==> config.mk <==
export PLATFORM = sky130hd
export DESIGN_NAME = log_capture_ctrl_flat
export DESIGN_NICKNAME = d
export VERILOG_FILES = /design/src/rtl/log_capture_ctrl_pkg.sv /design/src/rtl/log_capture_ctrl_if.sv /design/src/rtl/log_capture_ctrl_mod_m_counter.sv /design/src/rtl/log_capture_ctrl.sv /design/src/flat_wrapper.sv
export SDC_FILE = /design/constraint.sdc
export NUM_CORES = 1
export LEC_CHECK = 0
export CORE_UTILIZATION = 30
export CTS_CLUSTER_DIAMETER = 80
export DETAILED_ROUTE_END_ITERATION = 12
export GPL_TIMING_DRIVEN = 0
export PLACE_DENSITY = 0.54
export SYNTH_ARGS = -nofsm -noshare
export SYNTH_HDL_FRONTEND = slang
export SYNTH_HIERARCHICAL = 1
export SYNTH_SLANG_ARGS = --single-unit
export TNS_END_PERCENT = 20
==> constraint.sdc <==
create_clock -name clockdsp -period 2.85 [get_ports clockdsp]
set_input_delay 0.57 -clock clockdsp [delete_from_list [all_inputs] [get_ports clockdsp]]
set_output_delay 0.57 -clock clockdsp [all_outputs]
set_load 0.01 [all_outputs]
==> src/rtl/log_capture_ctrl_pkg.sv <==
// log_capture_ctrl_pkg: default sizes and FSM state encodings for the debug log capture controller
package log_capture_ctrl_pkg;
  localparam int LOG_DEPTH = 32768;
  localparam int LOG_ADDR_W = 15;
  localparam int LOG_DECIM_W = 8;
  typedef enum logic [1:0] {
    ST_IDLE      = 2'd0,
    ST_WAIT_TRIG = 2'd1,
    ST_CAPTURE   = 2'd2,
    ST_DONE      = 2'd3
  } log_state_e;
endpackage

==> src/rtl/log_capture_ctrl_if.sv <==
// log_capture_ctrl_if: micro/datapath control in (run, trigger, decim), RAM write strobe/address and status out
interface log_capture_ctrl_if import log_capture_ctrl_pkg::*; #(
  parameter int ADDR_W = LOG_ADDR_W,
  parameter int DECIM_W = LOG_DECIM_W
);
  logic run;
  logic trigger;
  logic [DECIM_W-1:0] decim;
  logic write;
  logic [ADDR_W-1:0] address;
  logic full;
  logic busy;
  logic [1:0] state_dbg;
  modport master(output run, trigger, decim, input write, address, full, busy, state_dbg);
  modport slave(input run, trigger, decim, output write, address, full, busy, state_dbg);
endinterface

==> src/rtl/log_capture_ctrl_mod_m_counter.sv <==
// log_capture_ctrl_mod_m_counter: mod-M counter (clk, async rst, sync clr, run enable -> q, max at M-1)
module log_capture_ctrl_mod_m_counter #(
  parameter int M = 16,
  parameter int W = 4
) (
  input  logic         clk,
  input  logic         rst,
  input  logic         clr,
  input  logic         run,
  output logic [W-1:0] q,
  output logic         max
);
  logic [W-1:0] cnt_q, cnt_d;
  assign max = cnt_q == W'(M - 1);
  assign q = cnt_q;
  always_comb cnt_d = clr ? '0 : run ? (max ? '0 : cnt_q + 1'b1) : cnt_q;
  always_ff @(posedge clk or posedge rst)
    if (rst) cnt_q <= '0;
    else cnt_q <= cnt_d;
endmodule

==> src/rtl/log_capture_ctrl.sv <==
// log_capture_ctrl: arms on run rise, optionally waits for trigger (LOG_TRIGGER_EN), writes DEPTH words every decim+1 clocks
module log_capture_ctrl import log_capture_ctrl_pkg::*; #(
  parameter int DEPTH = LOG_DEPTH,
  parameter int ADDR_W = LOG_ADDR_W,
  parameter int DECIM_W = LOG_DECIM_W
) (
  input logic              clockdsp,
  input logic              soft_reset,
  log_capture_ctrl_if.slave bus
);
`ifdef LOG_TRIGGER_EN
  localparam log_state_e arm_state = ST_WAIT_TRIG;
`else
  localparam log_state_e arm_state = ST_CAPTURE;
`endif
  log_state_e state_q, state_d;
  logic run_q, rise, fall, write, max;
  logic [DECIM_W-1:0] decim_q, decim_d, cnt_q, cnt_d;
  logic [ADDR_W-1:0] address;
  assign rise = bus.run & ~run_q;
  assign fall = ~bus.run & run_q;
  assign write = state_q == ST_CAPTURE && cnt_q == '0;
  always_comb begin
    decim_d = (state_q == ST_IDLE && rise) ? bus.decim : decim_q;
    cnt_d = (state_q != ST_CAPTURE || cnt_q == decim_q) ? '0 : cnt_q + 1'b1;
    case (state_q)
      ST_IDLE:      state_d = rise ? arm_state : ST_IDLE;
      ST_WAIT_TRIG: state_d = fall ? ST_IDLE : bus.trigger ? ST_CAPTURE : ST_WAIT_TRIG;
      ST_CAPTURE:   state_d = fall ? ST_IDLE : (write && max) ? ST_DONE : ST_CAPTURE;
      default:      state_d = fall ? ST_IDLE : ST_DONE;
    endcase
  end
  always_ff @(posedge clockdsp or posedge soft_reset)
    if (soft_reset) begin
      state_q <= ST_IDLE;
      run_q <= 1'b0;
      decim_q <= '0;
      cnt_q <= '0;
    end else begin
      state_q <= state_d;
      run_q <= bus.run;
      decim_q <= decim_d;
      cnt_q <= cnt_d;
    end
  log_capture_ctrl_mod_m_counter #(.M(DEPTH), .W(ADDR_W)) u_addr (
    .clk(clockdsp),
    .rst(soft_reset),
    .clr(state_d == ST_IDLE),
    .run(write),
    .q(address),
    .max(max)
  );
  assign bus.write = write;
  assign bus.address = address;
  assign bus.full = state_q == ST_DONE;
  assign bus.busy = state_q == ST_WAIT_TRIG || state_q == ST_CAPTURE;
  assign bus.state_dbg = state_q;
endmodule

==> src/flat_wrapper.sv <==
// flat-port wrapper written by rule: the top's interface ports become plain ports
module log_capture_ctrl_flat import log_capture_ctrl_pkg::*;
#(
  parameter int DEPTH = LOG_DEPTH,
  parameter int ADDR_W = LOG_ADDR_W,
  parameter int DECIM_W = LOG_DECIM_W
)
  (clockdsp, soft_reset, bus_run, bus_trigger, bus_decim, bus_write, bus_address, bus_full, bus_busy, bus_state_dbg);
  log_capture_ctrl_if #(.ADDR_W(ADDR_W), .DECIM_W(DECIM_W)) bus_i ();
  input logic clockdsp;
  input logic soft_reset;
  input wire logic [$bits(bus_i.run)-1:0] bus_run;
  input wire logic [$bits(bus_i.trigger)-1:0] bus_trigger;
  input wire logic [$bits(bus_i.decim)-1:0] bus_decim;
  output wire logic [$bits(bus_i.write)-1:0] bus_write;
  output wire logic [$bits(bus_i.address)-1:0] bus_address;
  output wire logic [$bits(bus_i.full)-1:0] bus_full;
  output wire logic [$bits(bus_i.busy)-1:0] bus_busy;
  output wire logic [$bits(bus_i.state_dbg)-1:0] bus_state_dbg;
  assign bus_i.run = bus_run;
  assign bus_i.trigger = bus_trigger;
  assign bus_i.decim = bus_decim;
  assign bus_write = bus_i.write;
  assign bus_address = bus_i.address;
  assign bus_full = bus_i.full;
  assign bus_busy = bus_i.busy;
  assign bus_state_dbg = bus_i.state_dbg;
  log_capture_ctrl #(.DEPTH(DEPTH), .ADDR_W(ADDR_W), .DECIM_W(DECIM_W)) u_core (.clockdsp(clockdsp), .soft_reset(soft_reset), .bus(bus_i));
endmodule
==> Slide: Implementation Results <==
Run Summary

Logic synthesis
  – Most frequent cell after synthesis: dfrtp_1
  – Floorplan Nets: 196
  – Post-synth cell types: 42
  – Most common library cells after synthesis: dfrtp_1, nor2_1, xor2_1
  – Post-Synth Simple-Gate Area: 21.1%
  – Area fraction in mux cells: 5.89%
  – Post-Synth XOR/XNOR Area: 8.70%
  – Synth Instances: 177
  – Flip-flops with a built-in enable: 0
  – AO/OA Area Share: 10.7%
  – Area leader, netlist: dfrtp_1
  – Chip Area, Yosys: 1910 sq um
  – Top_reg_cell synth: dfrtp_1
  – Syn_area_per_cell: 10.8 sq um
  – Async SR Flop Fraction: 100%
  – Largest family of logic cells by area: simple AND/OR/NAND/NOR gates
  – Yosys stat cell total: 177
  – Dominant cell area share: 44.5%

Power
  – Internal power: 0.888 mW
  – Worst VDD drop: 245 uV
  – Switching Fraction: 31.1%
  – Part of the power in registers: 45.4%
  – Clock Power Share: 28.5%
  – Leak: 1.04 nW
  – Power, Total: 1.29 mW

Final timing
  – Max_slew headroom: 51.1%
  – Clock Skew: 0.00601 ns
  – Tmin final: 2.76 ns
  – Setup repair after global routing missed its margin: yes
  – Worst Max-Slew Pin Slew: 0.733 ns
  – Final setup viols: 0
  – Final hold vios: 0
  – Max-slew violations: 0

Floorplanning
  – I/O Pins: 32
  – Chip Height: 81.9 um
  – Die Wd: 81.9 um
  – Die area: 6700 sq um
  – Total core area: 6030 sq um
  – Row cnt: 28

Route
  – Met1 wire length: 2.00 mm
  – Final antenna-violating net count: 0
  – Detailed Route Iter0 Violations: 40
  – Residual DRC: 0
  – WL met3: 171 um
  – Routed WL: 3.99 mm
  – DR vias: 1471

Hold path
  – Hold Crit Endpoint: u_core/decim_q[0]
  – Worst hold path class: reg -> reg

Job
  – Max Cap Viol: 0
  – Log Warnings: 31

Place
  – Dpl cell area: 2320 sq um
  – I/O Buffers: 31

Layout
  – Post-route cell area: 2480 sq um
  – Final net count: 236
  – Area grow syn2layout: 29.7%
  – Antenna cells: 0

Clocking
  – CTS Root Cell: clkbuf_8
  – Clk slew on worst S/H paths: 0.07 ns
  – H-tree levels: 2
  – CTS tree: done
  – CTS Buf Count: 5
  – CTS Hold Bufs: 0
  – Clock tree buffer depth: 2

Worst setup path
  – Cells on worst reg2reg path: 10
  – Worst setup EP type: register
  – Slowest cell delay on critical path: 0.45 ns
  – FF-to-FF setup slack: 0.09 ns
  – Crit Path Category: reg -> reg
  – Top delay family on crit path: AND-OR/OR-AND gates
  – CP bufs+invs: 1
  – Crit path cell chain: ha_1 -> nand4_1 -> nor4_4 -> a311o_1 -> a221oi_4 -> buf_6 -> o2111ai_4 -> nor4_4 -> nand3_1 -> mux2_2
  – Critical Path Start Type: register
  – Crit-path max FO: 6

Global route
  – Vias in the first global route: 1359
  – Initial antenna violation count: 0
  – Largest net degree at the start of global routing: 20

Run status
  – Status: finished, final reports clean
[per-layer routing]
metal,vias to the layer above,track usage [%]
met5,-,0
met4,0,5.79
met3,5,2.67
met2,35,19.1
met1,714,19.4
li1,717,-
[power groups by stage]
stage | Clock (mW) | Combinational (mW) | Sequential, mW
final | 0.367 | 0.337 | 0.585
after global routing | 0.408 | 0.373 | 0.595
after CTS | 0.384 | 0.329 | 0.586
after detailed placement | 0 | 0.321 | 0.596
after global placement | 0 | 0.318 | 0.595
after floorplan | 0 | 0.224 | 0.587
[layout make-up]
cell class	count	area [sq um]
fillers	600	3540
multi-input cells	127	1030
flip-flops and latches	34	851
repair buffers	33	329
well taps	75	93.8
clock buffers	7	86.3
plain buffers	7	55.1
inverters	9	33.8
clock inverters	1	5.00
[placed cells by master, fill, tap and decap left out, drive strengths merged, types with 7 or more instances in the layout]
cell type and count:
clkdlybuf4s50 31, nand2 7, nand3 8, mux2 10, clkbuf 8, dfrtp 34, xnor2 7, ha 7
buf 8, xor2 12, nor2 13, inv 9
[registers in the layout, indices dropped and copies added (netlist names)]
| signal | flops |
|---|---|
| u_core/bus.state_dbg | 2 |
| u_core/cnt_q | 8 |
| u_core/decim_q | 8 |
| u_core/run_q | 1 |
| u_core/u_addr/q | 15 |
[cell families (layout without fill, tap and decap cells)]
| kind of cell | after synthesis | in the layout |
|---|---|---|
| muxes | 10 | 10 |
| and+or+nand+nor | 63 | 63 |
| DFF | 34 | 34 |
| AOI/OAI and AO/OA | 28 | 28 |
| buffers and inverters | 16 | 57 |
| adders and majority gates | 7 | 7 |
| xor gates and xnor gates | 19 | 19 |
[worst max-delay path by stage]
stage	start	end	slack, ns	depth (start not counted)
3_3_place_gp	bus_trigger	u_core/u_addr/q[12]	-0.52	8
3_5_place_dp	bus_trigger	u_core/u_addr/q[12]	-0.52	8
6_report	u_core/u_addr/q[0]	u_core/u_addr/q[12]	0.09	10
2_1_floorplan	u_core/bus.state_dbg[0]	u_core/u_addr/q[12]	0.16	9
5_1_grt	u_core/u_addr/q[0]	u_core/u_addr/q[12]	-0.09	10
4_1_cts	u_core/bus.state_dbg[0]	u_core/u_addr/q[12]	0.02	9
[per-stage QoR]
step | setup slack (ns) | hold slack [ns] | TNS [ns]
floorplan | 0.155 | 0.471 | 0
global placement | -0.521 | 0.511 | -3.34
detailed placement | -0.522 | 0.520 | -3.32
CTS | 0.0220 | 0.536 | 0
global route | -0.0869 | 0.555 | -0.0950
finish | 0.0873 | 0.530 | 0
[repair_timing]
item | CTS | global route
buffers inserted | 0 | 2
endpoints found under the setup margin | 5 | 4
gates resized | 2 | 8
hold endpoints to repair | 0 | 0
pin swaps | 0 | 3
Figure 1. Routing congestion.
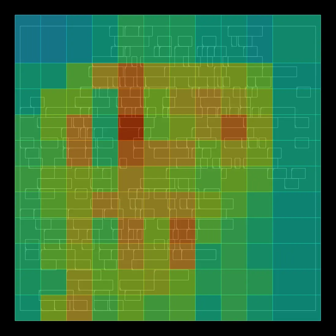
GR Util met1: 19.4%
met3 Use GR: 2.67%
final core utilization: 41.2%
Total GRT Usage: 13.4%
met2 Use GR: 19.1%

Figure 2. Gate-type map.
Drawn at 3 px/um.
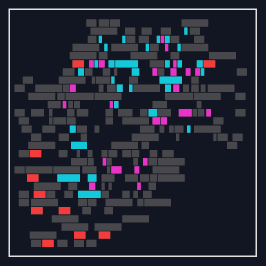
NAND gates -> magenta  # cells 23
multiplexers -> red  # cells 10, most used mux2_2
NOR gates -> cyan  # cells 30, most used nor2_1
most used logic cell in the final layout: dfrtp_1
fin cells: 293
combinational share of cell area: 41.4%

Figure 3. Zoomed window.
Region (28, 12) to (53, 37) um. Cells in gray, sequential cells in the stronger gray; small squares are vias.
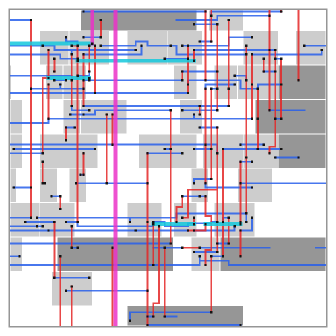
metal 4 -> magenta
metal 3 -> cyan
metal 1 -> blue
metal 2 -> red
sequential cells in the window = 5
most frequent = a211oi_1 (5), dfrtp_1 (5)
netlist names of flops here include = u_core/cnt_q (5)
cells with their middle in the window = 34

Figure 4. Where the registers sit.
Drawn at 3 px/um. Other sequential cells in the stronger gray, the rest of the logic in the fainter gray.
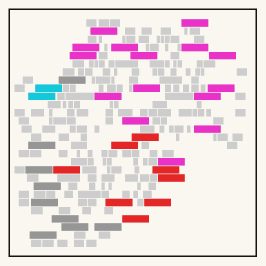
u_core/u_addr/q -> magenta  # placed flops 15
u_core/cnt_q -> red  # placed flops 8
u_core/bus.state_dbg -> cyan  # placed flops 2
not colored = 9

No activity file was given, so power comes from the tool's default toggle rates.
